Figure 1. Signal wires on met3.
Cells faint in the background.
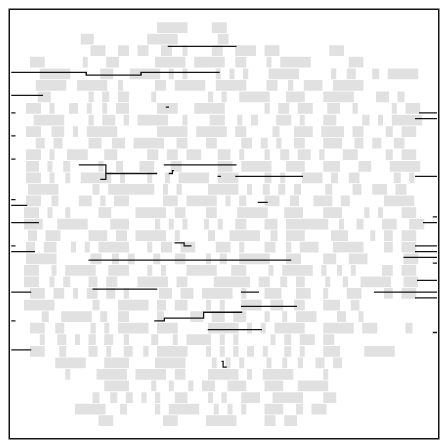
Figure 2. A small window of the routed layout.
Region (30, 30) to (70, 70) um. Cells in gray, sequential cells in the stronger gray; small squares are vias.
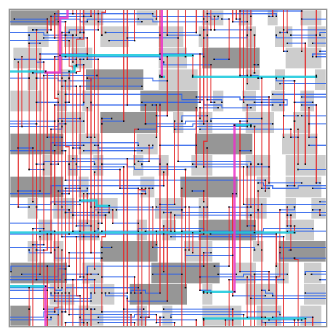
Figure 3. The clock network.
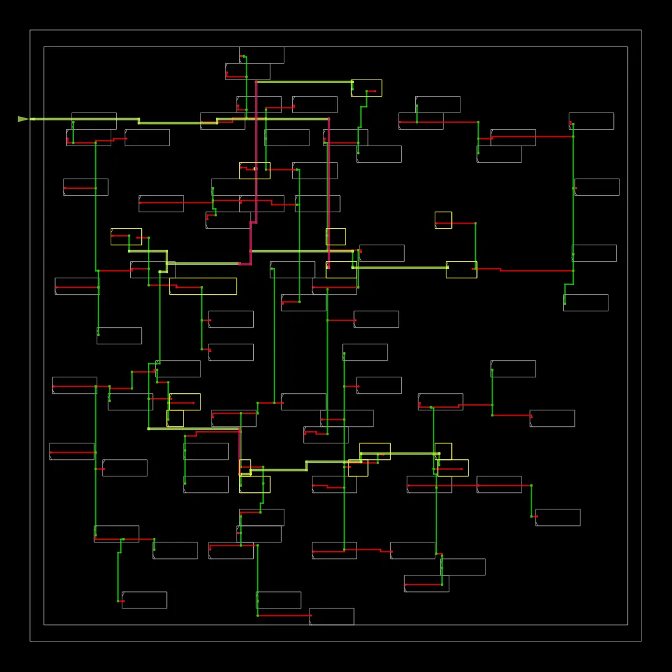
## config.mk

```make
export PLATFORM = sky130hd
export DESIGN_NAME = fd_linebuf_sched
export DESIGN_NICKNAME = d
export VERILOG_FILES = /design/src/rtl/fd_linebuf_sched.sv
export SDC_FILE = /design/constraint.sdc
export NUM_CORES = 1
export LEC_CHECK = 0
export CELL_PAD_IN_SITES_DETAIL_PLACEMENT = 2
export CELL_PAD_IN_SITES_GLOBAL_PLACEMENT = 2
export CORE_MARGIN = 2
export CORE_UTILIZATION = 38
export DETAILED_ROUTE_END_ITERATION = 10
export GPL_ROUTABILITY_DRIVEN = 0
export PLACE_DENSITY = 0.94
export SETUP_SLACK_MARGIN = 0.5
export SLEW_MARGIN = 20
export SYNTH_ARGS = -nofsm -noshare
export SYNTH_HDL_FRONTEND = slang
export SYNTH_SLANG_ARGS = --single-unit
```

## constraint.sdc

```tcl
create_clock -name masterclk -period 4.2 [get_ports masterclk]
set_input_delay 0.42 -clock masterclk [delete_from_list [all_inputs] [get_ports masterclk]]
set_output_delay 0.42 -clock masterclk [all_outputs]
set_load 0.01 [all_outputs]
```

## src/rtl/fd_linebuf_sched.sv

```systemverilog
// Triple-bank line buffer scheduler: an input writer fills free banks, a reader
// replays each completed line twice (line doubling) in arrival order.
module fd_linebuf_sched #(
    parameter int unsigned ADDR_W = 8
) (
    input  logic              masterclk,
    input  logic              rst,
    input  logic              in_line_start,
    input  logic              in_pix_en,
    input  logic              in_line_end,
    input  logic              out_line_start,
    input  logic              out_pix_en,
    output logic              wr_en,
    output logic [ADDR_W+1:0] wr_addr,
    output logic [ADDR_W+1:0] rd_addr,
    output logic              rd_valid,
    output logic              overrun,
    output logic              underrun
);
    localparam int unsigned NB = 3;
    localparam int unsigned BW = 2;
    localparam int unsigned LW = ADDR_W + 1;
    localparam logic [LW-1:0] LINE_MAX = LW'(2 ** ADDR_W);

    typedef enum logic [1:0] {B_FREE, B_WRITING, B_READY, B_READING} bank_st_e;
    typedef enum logic {W_IDLE, W_FILL} wr_st_e;
    typedef enum logic [1:0] {R_IDLE, R_PASS0, R_PASS1} rd_st_e;

    bank_st_e        r_bank_st [NB];
    logic [LW-1:0]   r_len     [NB];
    logic [BW-1:0]   r_fifo    [NB];
    logic [1:0]      r_fifo_cnt;
    wr_st_e          r_wr_state;
    logic [BW-1:0]   r_wr_bank;
    logic [LW-1:0]   r_wr_ptr;
    rd_st_e          r_rd_state;
    logic [BW-1:0]   r_rd_bank;
    logic [LW-1:0]   r_rd_ptr;
    logic            r_overrun;
    logic            r_underrun;

    bank_st_e        w_bank_st [NB];
    logic [LW-1:0]   w_len     [NB];
    logic [BW-1:0]   w_fifo    [NB];
    logic [1:0]      w_fifo_cnt;
    wr_st_e          w_wr_state;
    logic [BW-1:0]   w_wr_bank;
    logic [LW-1:0]   w_wr_ptr;
    rd_st_e          w_rd_state;
    logic [BW-1:0]   w_rd_bank;
    logic [LW-1:0]   w_rd_ptr;
    logic            w_overrun;
    logic            w_underrun;
    logic            w_free_found;
    logic [BW-1:0]   w_free_idx;
    logic            w_pop;
    logic            w_push;
    logic            w_close;

    always_ff @(posedge masterclk) begin
        if (rst) begin
            for (int i = 0; i < int'(NB); i++) begin
                r_bank_st[i] <= B_FREE;
                r_len[i]     <= '0;
                r_fifo[i]    <= '0;
            end
            r_fifo_cnt <= '0;
            r_wr_state <= W_IDLE;
            r_wr_bank  <= '0;
            r_wr_ptr   <= '0;
            r_rd_state <= R_IDLE;
            r_rd_bank  <= '0;
            r_rd_ptr   <= '0;
            r_overrun  <= 1'b0;
            r_underrun <= 1'b0;
        end else begin
            r_bank_st  <= w_bank_st;
            r_len      <= w_len;
            r_fifo     <= w_fifo;
            r_fifo_cnt <= w_fifo_cnt;
            r_wr_state <= w_wr_state;
            r_wr_bank  <= w_wr_bank;
            r_wr_ptr   <= w_wr_ptr;
            r_rd_state <= w_rd_state;
            r_rd_bank  <= w_rd_bank;
            r_rd_ptr   <= w_rd_ptr;
            r_overrun  <= w_overrun;
            r_underrun <= w_underrun;
        end
    end

    always_comb begin
        w_bank_st    = r_bank_st;
        w_len        = r_len;
        w_fifo       = r_fifo;
        w_fifo_cnt   = r_fifo_cnt;
        w_wr_state   = r_wr_state;
        w_wr_bank    = r_wr_bank;
        w_wr_ptr     = r_wr_ptr;
        w_rd_state   = r_rd_state;
        w_rd_bank    = r_rd_bank;
        w_rd_ptr     = r_rd_ptr;
        w_overrun    = r_overrun;
        w_underrun   = r_underrun;
        w_free_found = 1'b0;
        w_free_idx   = '0;
        w_pop        = 1'b0;
        w_push       = 1'b0;

        wr_en    = (r_wr_state == W_FILL) && in_pix_en && (r_wr_ptr < LINE_MAX);
        rd_valid = (r_rd_state != R_IDLE) && (r_rd_ptr < r_len[r_rd_bank]);
        w_close  = (r_wr_state == W_FILL) && (in_line_end || in_line_start);

        // Claim search uses registered state only, so banks freed or closed this cycle are excluded
        for (int i = 0; i < int'(NB); i++) begin
            if (!w_free_found && r_bank_st[i] == B_FREE) begin
                w_free_found = 1'b1;
                w_free_idx   = BW'(i);
            end
        end

        if (out_line_start) begin
            unique case (r_rd_state)
                R_PASS0: begin
                    w_rd_ptr   = '0;
                    w_rd_state = R_PASS1;
                end
                R_IDLE, R_PASS1: begin
                    if (r_rd_state == R_PASS1) w_bank_st[r_rd_bank] = B_FREE;
                    if (r_fifo_cnt != '0) begin
                        w_pop                = 1'b1;
                        w_rd_bank            = r_fifo[0];
                        w_bank_st[r_fifo[0]] = B_READING;
                        w_rd_ptr             = '0;
                        w_rd_state           = R_PASS0;
                    end else begin
                        w_underrun = 1'b1;
                        w_rd_state = R_IDLE;
                    end
                end
                default: w_rd_state = R_IDLE;
            endcase
        end else if (out_pix_en && rd_valid) begin
            w_rd_ptr = r_rd_ptr + LW'(1);
        end

        if (wr_en) w_wr_ptr = r_wr_ptr + LW'(1);

        if (w_close) begin
            w_len[r_wr_bank]     = r_wr_ptr + LW'(wr_en);
            w_bank_st[r_wr_bank] = B_READY;
            w_push               = 1'b1;
            w_wr_state           = W_IDLE;
        end

        if (in_line_start) begin
            if (w_free_found) begin
                w_wr_bank             = w_free_idx;
                w_bank_st[w_free_idx] = B_WRITING;
                w_wr_ptr              = '0;
                w_wr_state            = W_FILL;
            end else begin
                w_overrun = 1'b1;
            end
        end

        // Pop acts on the registered queue before the push is appended
        if (w_pop) begin
            for (int i = 0; i < int'(NB) - 1; i++) w_fifo[i] = r_fifo[i+1];
        end
        w_fifo_cnt = r_fifo_cnt - 2'(w_pop);
        if (w_push) begin
            w_fifo[w_fifo_cnt] = r_wr_bank;
            w_fifo_cnt         = w_fifo_cnt + 2'd1;
        end
    end

    assign wr_addr  = {r_wr_bank, r_wr_ptr[ADDR_W-1:0]};
    assign rd_addr  = {r_rd_bank, r_rd_ptr[ADDR_W-1:0]};
    assign overrun  = r_overrun;
    assign underrun = r_underrun;

endmodule

```

==> results_dict.tcl <==
# implementation run metrics
set metrics [dict create \
    slew-limit-headroom_pct 44.9 \
    lay_top_count "nor2_1" \
    layout_setup_ws_ns 0.726 \
    wirelength_um 10900 \
    crit_path_end_kind "output pin" \
    final_area_sq_um 4010 \
    grt.busiest_layer "met2" \
    power.density_nw_per_um2 386 \
    wl_per_cell_um 20.1 \
    outcome "finished clean" \
    num_tap_cells 111 \
    p_leak_nw 1.41 \
    antenna_found_initial 0 \
    die_area_sq_um 10100 \
    top_layer_used "met4" \
    drt_iter0_drc 109 \
    synth_warnings 0 \
    setup_viol_count_final 0 \
    io_buffers 30 \
    fp_nets 436 \
    wl_met3_um 340 \
    grt_use_met1_pct 26.6 \
    clkSinkCount 68 \
    comb_cells 297 \
    synth_area_leader_cell "dfxtp_1" \
    tns_ns 0 \
    synth_cell_types 57 \
    use_met3_pct 5.06 \
    crit_arrival_ns 3.05 \
    netlist_area_sq_um 3550 \
    fin_crit_sh_pct 82.7 \
    fin_cells 539 \
    path_cells "nor2b_2 -> a21oi_1 -> ha_1 -> a21o_2 -> a311o_2 -> a211oi_2 -> buf_4 -> clkdlybuf4s50_1" \
    n_all_buffers 36 \
    cp-startpoint "r_rd_bank[1]" \
    rr_worst_depth 10 \
    critical_path.slowest_cell "clkdlybuf4s50_1" \
    dp_hpwl_um 7250 \
    pre_cts_ws_ns 0.666 \
    root_buffer "clkbuf_8" \
    critPathCapture "rd_valid" \
    clockBufferDepth 2 \
    drive_above_1_share_pct 10.5 \
    grt_use_met2_pct 38.9 \
    hold_viol 0 \
    die_w_um 101 \
    clk_pin_slew_ns 0.09 \
    hold_path_end "r_fifo[3]" \
    vias 3044 \
    grt_pass1_wl_um 17400 \
    ys_area_sq_um 3550 \
    wl_met1_um 4790 \
    coreArea_sq_um 9150 \
    rr_endpoint "r_fifo[2]" \
    ys_sh_aoi_pct 15.7 \
    fp_util_pct 38.8 \
    start_kind "flop" \
    ys_top_logic_family "simple AND/OR/NAND/NOR gates" \
    fillers 1017 \
    path_delay_family "AND-OR/OR-AND gates" \
    cpPeakStageDelay_ns 0.55 \
    ys_sh_mux_pct 6.02 \
    fmax_ghz 0.288 \
    grt_pass1_vias 3388 \
    postSynthSeqShare_pct 38.3 \
    combAreaFraction_pct 48.0 \
    ys_sh_xor_pct 3.70 \
    seqAreaFraction_pct 34.0 \
    wl_met2_um 5640 \
    hold_depth 2 \
    hold_ws_ns 0.410 \
    hp-start "rst" \
    rrSetupSlack_ns 1.37 \
    topCellsByArea "dfxtp_1, nor2_1, ha_1" \
    dieHeight_um 101 \
    drt_pre_antenna_iters 6 \
    power.total_mw 1.55 \
    openroad.warnings 28 \
    final-nonclk-buf-share_pct 8.48 \
    post-route-drc-count 0 \
    synthArstFlopShare_pct 0 \
    top_cell "nor2_1" \
    grt_max_degree 47 \
    r2r-start "r_rd_state[0]" \
    lay_top_cells "nor2_1, dfxtp_1, nand2_1" \
    yosys_cells 413 \
    drv_cap 0 \
    grt.total_usage_pct 21.9 \
    ys_ff 68 \
    worstPathRequired_ns 3.78 \
    ios 31 \
    ir_drop_v 0.000169 \
    worstMarginPinSlew_ns 0.824 \
]
-- Figure 1 (at the start) --
wire length on this layer = 340 um
longest straight run = 47.4 um
main direction = horizontal

-- Figure 2 (at the start) --
met1 -> blue
met3 -> cyan
met2 -> red
met4 -> magenta
most frequent = nor2_1 (22), dfxtp_1 (14), a211oi_1 (11)
sequential cells in the window = 15
cells with their middle in the window = 96
netlist names of flops here include = r_len (12), r_rd_bank (2)

-- Figure 3 (at the start) --
number of clock buffers in the layout: 9
Clock Skews: 0.00840 ns
Num CTS Buffers: 9
Clk. pwr: 0.566 mW
clk latency late pin: 0.36 ns

[logic make-up after synthesis]
kind of cell	after synthesis
XOR/XNOR	15
AND/OR/NAND/NOR	168
buffers and inverters	48
flip-flops	68
AND-OR/OR-AND	77
adder cells (fa/ha/maj)	16
multiplexers	21
[registers in the layout (all words and copies together) (netlist names), 2 cells and up]
signal and flops:
r_wr_bank 2, r_fifo_cnt 2, r_bank_st 6, r_rd_state 2, r_fifo 6, r_len 27, r_wr_ptr 9, r_rd_bank 2
r_rd_ptr 9
[where the power goes]
part	internal, mW	switching (mW)
Clock	0.277	0.289
Sequential	0.676	0.0381
Combinational	0.104	0.165
Total	1.06	0.492
[timing repair]
action | 4_1_cts | 5_1_grt
setup endpoints to repair | 1 | 1
resized | 2 | 1
buffers inserted | 0 | 3
pin swaps | 0 | 0
Power figures rest on the tool's default switching activity, not on a simulated workload.
